Figure 1. Port wiring.
Scale bar: 100 um.
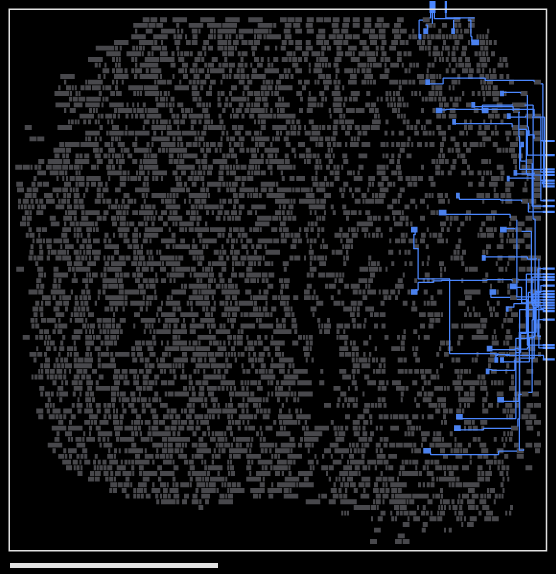
Figure 2. Metal layers overlaid.
Two of the layers only.
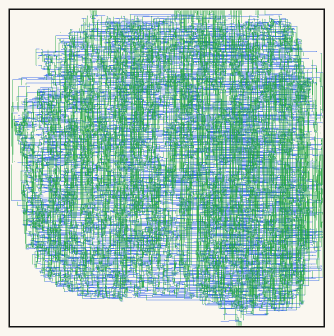
Figure 3. Clock nets.
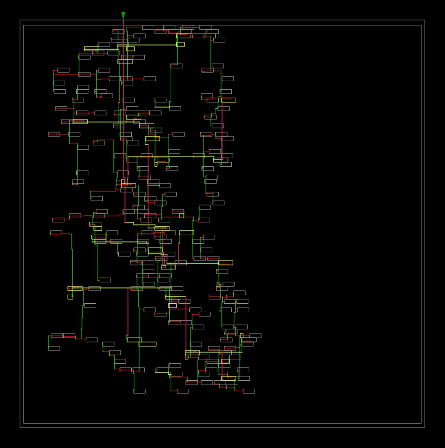
Figure 4. Wire density map.
26 x 26 tiles, from dark blue (low) to red (high), scaled to the fullest tile. Values are wire area over tile area, all layers added.
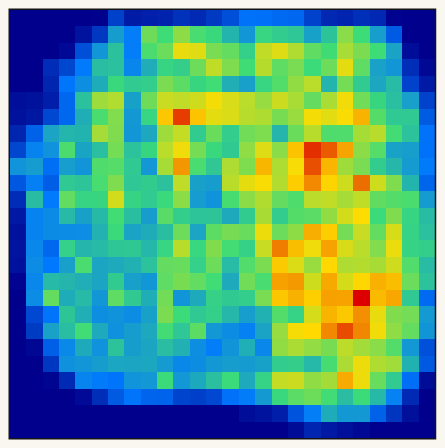
Figure 5. A small window of the routed layout.
Region (44, 174) to (84, 214) um. Cells in grey, sequential cells in the stronger grey; small squares are vias.
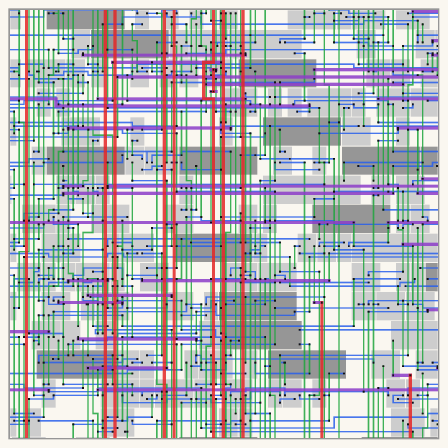
**config.mk**
```make
export PLATFORM = sky130hd
export DESIGN_NAME = alu_md_flat
export DESIGN_NICKNAME = d
export VERILOG_FILES = /design/src/rtl/alu_md_if.sv /design/src/rtl/alu_md.sv /design/src/flat_wrapper.sv
export SDC_FILE = /design/constraint.sdc
export NUM_CORES = 2
export LEC_CHECK = 0
export CAP_MARGIN = 0
export CORE_AREA = 2 2 255 257
export CTS_CLUSTER_SIZE = 28
export DETAILED_ROUTE_END_ITERATION = 10
export DIE_AREA = 0 0 257 259
export PLACE_DENSITY = 0.65
export SYNTH_ARGS = -nofsm -noshare
export SYNTH_HDL_FRONTEND = slang
export SYNTH_SLANG_ARGS = --single-unit
```
**constraint.sdc**
```tcl
create_clock -name clk -period 7.4 [get_ports clk]
set_clock_uncertainty 0.2 [all_clocks]
set_input_delay 1.11 -clock clk [delete_from_list [all_inputs] [get_ports clk]]
set_output_delay 1.11 -clock clk [all_outputs]
set_load 0.02 [all_outputs]
```
**src/rtl/alu_md_if.sv**
```systemverilog
// ALU / multiply-divide bus: operands, operation select, start qualifier and all results.
interface alu_md_if #(
    parameter int unsigned WIDTH = 32
);
    logic [WIDTH-1:0] A;
    logic [WIDTH-1:0] B;
    logic [4:0]       ALUOp_EX;
    logic             start;
    logic [WIDTH-1:0] Result;
    logic             Over;
    logic             Zero;
    logic             Great;
    logic             Less;
    logic             Busy;
    logic             Done;
    logic [WIDTH-1:0] HI;
    logic [WIDTH-1:0] LO;

    modport master (
        output A, B, ALUOp_EX, start,
        input  Result, Over, Zero, Great, Less, Busy, Done, HI, LO
    );

    modport slave (
        input  A, B, ALUOp_EX, start,
        output Result, Over, Zero, Great, Less, Busy, Done, HI, LO
    );
endinterface

```
**src/rtl/alu_md.sv**
```systemverilog
// Combinational ALU plus an iterative multiply/divide engine owning the HI/LO registers.
// Multiply: WIDTH shift-add steps on operand magnitudes, sign applied when writing HI/LO.
// Divide: WIDTH restoring steps on magnitudes, then one fixup cycle for signs and div-by-zero.
module alu_md #(
    parameter int unsigned WIDTH = 32,
    parameter int unsigned SH_W  = $clog2(WIDTH)
) (
    input logic     clk,
    input logic     reset,
    alu_md_if.slave bus
);
    localparam logic [4:0] OpAdd   = 5'b00000;
    localparam logic [4:0] OpSub   = 5'b00001;
    localparam logic [4:0] OpOr    = 5'b00010;
    localparam logic [4:0] OpAnd   = 5'b00011;
    localparam logic [4:0] OpXor   = 5'b00100;
    localparam logic [4:0] OpNor   = 5'b00101;
    localparam logic [4:0] OpSll   = 5'b00110;
    localparam logic [4:0] OpSrl   = 5'b00111;
    localparam logic [4:0] OpSra   = 5'b01000;
    localparam logic [4:0] OpSllv  = 5'b01001;
    localparam logic [4:0] OpSrlv  = 5'b01010;
    localparam logic [4:0] OpSrav  = 5'b01011;
    localparam logic [4:0] OpSlt   = 5'b01100;
    localparam logic [4:0] OpSlti  = 5'b01101;
    localparam logic [4:0] OpSltu  = 5'b01110;
    localparam logic [4:0] OpSltiu = 5'b01111;
    localparam logic [4:0] OpAddu  = 5'b10000;
    localparam logic [4:0] OpSubu  = 5'b10001;
    localparam logic [4:0] OpMult  = 5'b10010;
    localparam logic [4:0] OpMultu = 5'b10011;
    localparam logic [4:0] OpDiv   = 5'b10100;
    localparam logic [4:0] OpDivu  = 5'b10101;
    localparam logic [4:0] OpMthi  = 5'b10110;
    localparam logic [4:0] OpMtlo  = 5'b10111;
    localparam logic [4:0] OpMfhi  = 5'b11000;
    localparam logic [4:0] OpMflo  = 5'b11001;

    localparam logic [SH_W-1:0] CntLast = SH_W'(WIDTH - 1);

    typedef enum logic [1:0] {StIdle, StMul, StDiv, StFix} state_e;

    state_e           state_q, state_d;
    logic [SH_W-1:0]  cnt_q, cnt_d;
    logic [WIDTH-1:0] acc_q, acc_d;      // product high half / partial remainder
    logic [WIDTH-1:0] wrk_q, wrk_d;      // multiplier->product low half / dividend->quotient
    logic [WIDTH-1:0] mcand_q, mcand_d;  // multiplicand or divisor magnitude
    logic [WIDTH-1:0] dvd_q, dvd_d;      // original dividend, returned in HI on div-by-zero
    logic             neg_res_q, neg_res_d;
    logic             neg_rem_q, neg_rem_d;
    logic [WIDTH-1:0] hi_q, hi_d;
    logic [WIDTH-1:0] lo_q, lo_d;
    logic             done_q, done_d;

    logic [WIDTH-1:0] a, b;
    logic [4:0]       op;
    logic [SH_W-1:0]  shamt;
    logic [WIDTH:0]   add_x, sub_x;
    logic             lt_s, lt_u;

    assign a     = bus.A;
    assign b     = bus.B;
    assign op    = bus.ALUOp_EX;
    assign shamt = a[SH_W-1:0];
    // One extra sign bit exposes two's-complement overflow as a mismatch of the top two bits.
    assign add_x = {a[WIDTH-1], a} + {b[WIDTH-1], b};
    assign sub_x = {a[WIDTH-1], a} - {b[WIDTH-1], b};
    assign lt_s  = $signed(a) < $signed(b);
    assign lt_u  = a < b;

    // Combinational ALU result and overflow flag.
    always_comb begin
        bus.Result = '0;
        bus.Over   = 1'b0;
        case (op)
            OpAdd: begin
                bus.Result = add_x[WIDTH-1:0];
                bus.Over   = add_x[WIDTH] ^ add_x[WIDTH-1];
            end
            OpSub: begin
                bus.Result = sub_x[WIDTH-1:0];
                bus.Over   = sub_x[WIDTH] ^ sub_x[WIDTH-1];
            end
            OpOr:                   bus.Result = a | b;
            OpAnd:                  bus.Result = a & b;
            OpXor:                  bus.Result = a ^ b;
            OpNor:                  bus.Result = ~(a | b);
            OpSll, OpSllv:          bus.Result = b << shamt;
            OpSrl, OpSrlv:          bus.Result = b >> shamt;
            OpSra, OpSrav:          bus.Result = $unsigned($signed(b) >>> shamt);
            OpSlt, OpSlti:          bus.Result = {{(WIDTH - 1){1'b0}}, lt_s};
            OpSltu, OpSltiu:        bus.Result = {{(WIDTH - 1){1'b0}}, lt_u};
            OpAddu:                 bus.Result = a + b;
            OpSubu:                 bus.Result = a - b;
            OpMult, OpMultu, OpDiv,
            OpDivu, OpMthi, OpMtlo: bus.Result = '0;
            OpMfhi:                 bus.Result = hi_q;
            OpMflo:                 bus.Result = lo_q;
            default:                bus.Result = {{(WIDTH - 1){1'b0}}, lt_u};
        endcase
    end

    assign bus.Zero  = (a == b);
    assign bus.Great = $signed(a) > $signed(b);
    assign bus.Less  = lt_s;
    assign bus.Busy  = (state_q != StIdle);
    assign bus.Done  = done_q;
    assign bus.HI    = hi_q;
    assign bus.LO    = lo_q;

    // Operand magnitudes and result signs for the signed variants.
    logic             op_signed;
    logic [WIDTH-1:0] a_mag, b_mag;
    assign op_signed = (op == OpMult) || (op == OpDiv);
    assign a_mag     = (op_signed && a[WIDTH-1]) ? ('0 - a) : a;
    assign b_mag     = (op_signed && b[WIDTH-1]) ? ('0 - b) : b;

    // One shift-add step: add multiplicand on multiplier LSB, shift {acc,wrk} right.
    logic [WIDTH:0]     mul_sum;
    logic [WIDTH-1:0]   mul_acc, mul_wrk;
    logic [2*WIDTH-1:0] prod_raw, prod_fix;
    assign mul_sum  = {1'b0, acc_q} + (wrk_q[0] ? {1'b0, mcand_q} : '0);
    assign mul_acc  = mul_sum[WIDTH:1];
    assign mul_wrk  = {mul_sum[0], wrk_q[WIDTH-1:1]};
    assign prod_raw = {mul_acc, mul_wrk};
    assign prod_fix = neg_res_q ? ('0 - prod_raw) : prod_raw;

    // One restoring step: shift next dividend bit in, keep the difference if it is non-negative.
    logic [WIDTH:0]   rem_sh, trial;
    logic [WIDTH-1:0] div_acc, div_wrk;
    assign rem_sh  = {acc_q, wrk_q[WIDTH-1]};
    assign trial   = rem_sh - {1'b0, mcand_q};
    assign div_acc = trial[WIDTH] ? rem_sh[WIDTH-1:0] : trial[WIDTH-1:0];
    assign div_wrk = {wrk_q[WIDTH-2:0], ~trial[WIDTH]};

    // Engine next-state: accept in IDLE, iterate, write HI/LO and pulse Done on completion.
    always_comb begin
        state_d   = state_q;
        cnt_d     = cnt_q;
        acc_d     = acc_q;
        wrk_d     = wrk_q;
        mcand_d   = mcand_q;
        dvd_d     = dvd_q;
        neg_res_d = neg_res_q;
        neg_rem_d = neg_rem_q;
        hi_d      = hi_q;
        lo_d      = lo_q;
        done_d    = 1'b0;
        case (state_q)
            StIdle: begin
                if (bus.start) begin
                    case (op)
                        OpMult, OpMultu, OpDiv, OpDivu: begin
                            acc_d     = '0;
                            wrk_d     = a_mag;
                            mcand_d   = b_mag;
                            dvd_d     = a;
                            cnt_d     = '0;
                            neg_res_d = op_signed & (a[WIDTH-1] ^ b[WIDTH-1]);
                            neg_rem_d = op_signed & a[WIDTH-1];
                            state_d   = (op == OpMult || op == OpMultu) ? StMul : StDiv;
                        end
                        OpMthi:  hi_d = a;
                        OpMtlo:  lo_d = a;
                        default: ;
                    endcase
                end
            end
            StMul: begin
                acc_d = mul_acc;
                wrk_d = mul_wrk;
                cnt_d = cnt_q + 1'b1;
                if (cnt_q == CntLast) begin
                    hi_d    = prod_fix[2*WIDTH-1:WIDTH];
                    lo_d    = prod_fix[WIDTH-1:0];
                    done_d  = 1'b1;
                    state_d = StIdle;
                end
            end
            StDiv: begin
                acc_d = div_acc;
                wrk_d = div_wrk;
                cnt_d = cnt_q + 1'b1;
                if (cnt_q == CntLast) begin
                    state_d = StFix;
                end
            end
            StFix: begin
                if (mcand_q == '0) begin
                    lo_d = '1;
                    hi_d = dvd_q;
                end else begin
                    lo_d = neg_res_q ? ('0 - wrk_q) : wrk_q;
                    hi_d = neg_rem_q ? ('0 - acc_q) : acc_q;
                end
                done_d  = 1'b1;
                state_d = StIdle;
            end
            default: state_d = StIdle;
        endcase
    end

    // State registers; synchronous reset wins over any start and aborts an operation in flight.
    always_ff @(posedge clk) begin
        if (reset) begin
            state_q   <= StIdle;
            cnt_q     <= '0;
            acc_q     <= '0;
            wrk_q     <= '0;
            mcand_q   <= '0;
            dvd_q     <= '0;
            neg_res_q <= 1'b0;
            neg_rem_q <= 1'b0;
            hi_q      <= '0;
            lo_q      <= '0;
            done_q    <= 1'b0;
        end else begin
            state_q   <= state_d;
            cnt_q     <= cnt_d;
            acc_q     <= acc_d;
            wrk_q     <= wrk_d;
            mcand_q   <= mcand_d;
            dvd_q     <= dvd_d;
            neg_res_q <= neg_res_d;
            neg_rem_q <= neg_rem_d;
            hi_q      <= hi_d;
            lo_q      <= lo_d;
            done_q    <= done_d;
        end
    end
endmodule

```
**src/flat_wrapper.sv**
```systemverilog
// flat-port wrapper written by rule: the top's interface ports become plain ports
module alu_md_flat 
#(
    parameter int unsigned WIDTH = 32,
    parameter int unsigned SH_W  = $clog2(WIDTH)
)
  (clk, reset, bus_A, bus_B, bus_ALUOp_EX, bus_start, bus_Result, bus_Over, bus_Zero, bus_Great, bus_Less, bus_Busy, bus_Done, bus_HI, bus_LO);
  alu_md_if #(.WIDTH(WIDTH)) bus_i ();
  input logic clk;
  input logic reset;
  input wire logic [$bits(bus_i.A)-1:0] bus_A;
  input wire logic [$bits(bus_i.B)-1:0] bus_B;
  input wire logic [$bits(bus_i.ALUOp_EX)-1:0] bus_ALUOp_EX;
  input wire logic [$bits(bus_i.start)-1:0] bus_start;
  output wire logic [$bits(bus_i.Result)-1:0] bus_Result;
  output wire logic [$bits(bus_i.Over)-1:0] bus_Over;
  output wire logic [$bits(bus_i.Zero)-1:0] bus_Zero;
  output wire logic [$bits(bus_i.Great)-1:0] bus_Great;
  output wire logic [$bits(bus_i.Less)-1:0] bus_Less;
  output wire logic [$bits(bus_i.Busy)-1:0] bus_Busy;
  output wire logic [$bits(bus_i.Done)-1:0] bus_Done;
  output wire logic [$bits(bus_i.HI)-1:0] bus_HI;
  output wire logic [$bits(bus_i.LO)-1:0] bus_LO;
  assign bus_i.A = bus_A;
  assign bus_i.B = bus_B;
  assign bus_i.ALUOp_EX = bus_ALUOp_EX;
  assign bus_i.start = bus_start;
  assign bus_Result = bus_i.Result;
  assign bus_Over = bus_i.Over;
  assign bus_Zero = bus_i.Zero;
  assign bus_Great = bus_i.Great;
  assign bus_Less = bus_i.Less;
  assign bus_Busy = bus_i.Busy;
  assign bus_Done = bus_i.Done;
  assign bus_HI = bus_i.HI;
  assign bus_LO = bus_i.LO;
  alu_md #(.WIDTH(WIDTH), .SH_W(SH_W)) u_core (.clk(clk), .reset(reset), .bus(bus_i));
endmodule
```
==> results.py <==
# Auto-generated metrics
metrics = {
    "yosys": {
        "syn_nets": 3953,
        "synth_top_cell_by_count": "nand2_1",
        "top_cells_by_count": "nand2_1 (408), nor2_1 (395), a21oi_1 (328)",
        "syn_area_per_cell_um2": 6.85,
        "numSynthFlops": 202,
        "synthCells": 3705,
        "top_cells_by_area": "dfxtp_1 (16%), ha_1 (8.5%), a21oi_1 (6.5%)",
        "synthesis.area_mm2": 0.0254,
        "top_cell_area_share_pct": 15.9,
        "ys_area_mm2": 0.0254,
        "yosys.area_share.aoi_pct": 34.5,
    },
    "finish": {
        "largest_cell_class": "logic gates",
        "clk_share_pct": 2.47,
        "buf_share_pct": 9.81,
        "antennaDiodeCount": 3,
        "buffers": 322,
        "inverters": 166,
    },
    "timing": {
        "final_max_slew_viol_count": 0,
        "maxSlewHeadroom_pct": 24.2,
        "hold_ws_ns": 0.256,
    },
    "min_path": {
        "min_delay_path_depth": 2,
        "whs_endpoint": "u_core.dvd_q[25]",
    },
    "power": {
        "p_sw_mw": 3.51,
        "top_power_group": "combinational cells",
        "seq_power_share_pct": 26.7,
    },
    "setup_path": {
        "crit_type": "input port to output port",
        "crit_family": "AND-OR/OR-AND gates",
        "cp_num_buf_inv": 4,
        "critPathSlowestCell": "clkdlybuf4s50_1",
    },
    "floorplanning": {
        "die_height_um": 259,
        "die_w_um": 257,
    },
    "cts": {
        "cts.clk_slew.worst_paths_ns": 0.06,
    },
    "grt": {
        "grt_first_pass_wirelength_mm": 193,
        "overflow": 0,
        "antenna_found_initial": 5,
    },
    "detailed_routing": {
        "routed_via_density": 6.66,
        "drt-wirelength-per-cell_um": 29.4,
    },
    "run_status": {
        "outcome": "completed",
    },
}
-- Figure 1 (at the start) --
- bus_Result: blue (bits 32; direction output; edge 28 east, 4 north; end cells 32; buffers 32; wire 1830 um)

-- Figure 2 (at the start) --
- M2: green (wire length 57.6 mm)
- M1: blue (wire length 52.8 mm)

-- Figure 3 (at the start) --
CTS Buf Count: 22
clock latency on the worst-skew pair: 0.53 ns
clk pwr: 1.13 mW
Flop Count: 202
# clk buffers: 30

-- Figure 4 (at the start) --
- densest ninth of the die: east
- emptiest ninth of the die: south-west
- nearly empty tiles: 12%
- tiles over half the peak: 38%
- mean over tiles: 0.36
Total GRT Usage: 38.8%
detailed-route via count: 30700
Post-Route WL: 136 mm

-- Figure 5 (at the start) --
- M4: red
- M1: blue
- M3: purple
- M2: green
- cells with their middle in the window: 130
- sequential cells in the window: 13
- netlist names of flops here include: u_core.bus.HI (9), u_core.dvd_q (4)
- most frequent: nand2_1 (24), nor2_1 (15), dfxtp_1 (13)

Power is estimated from default activity; no workload was simulated.
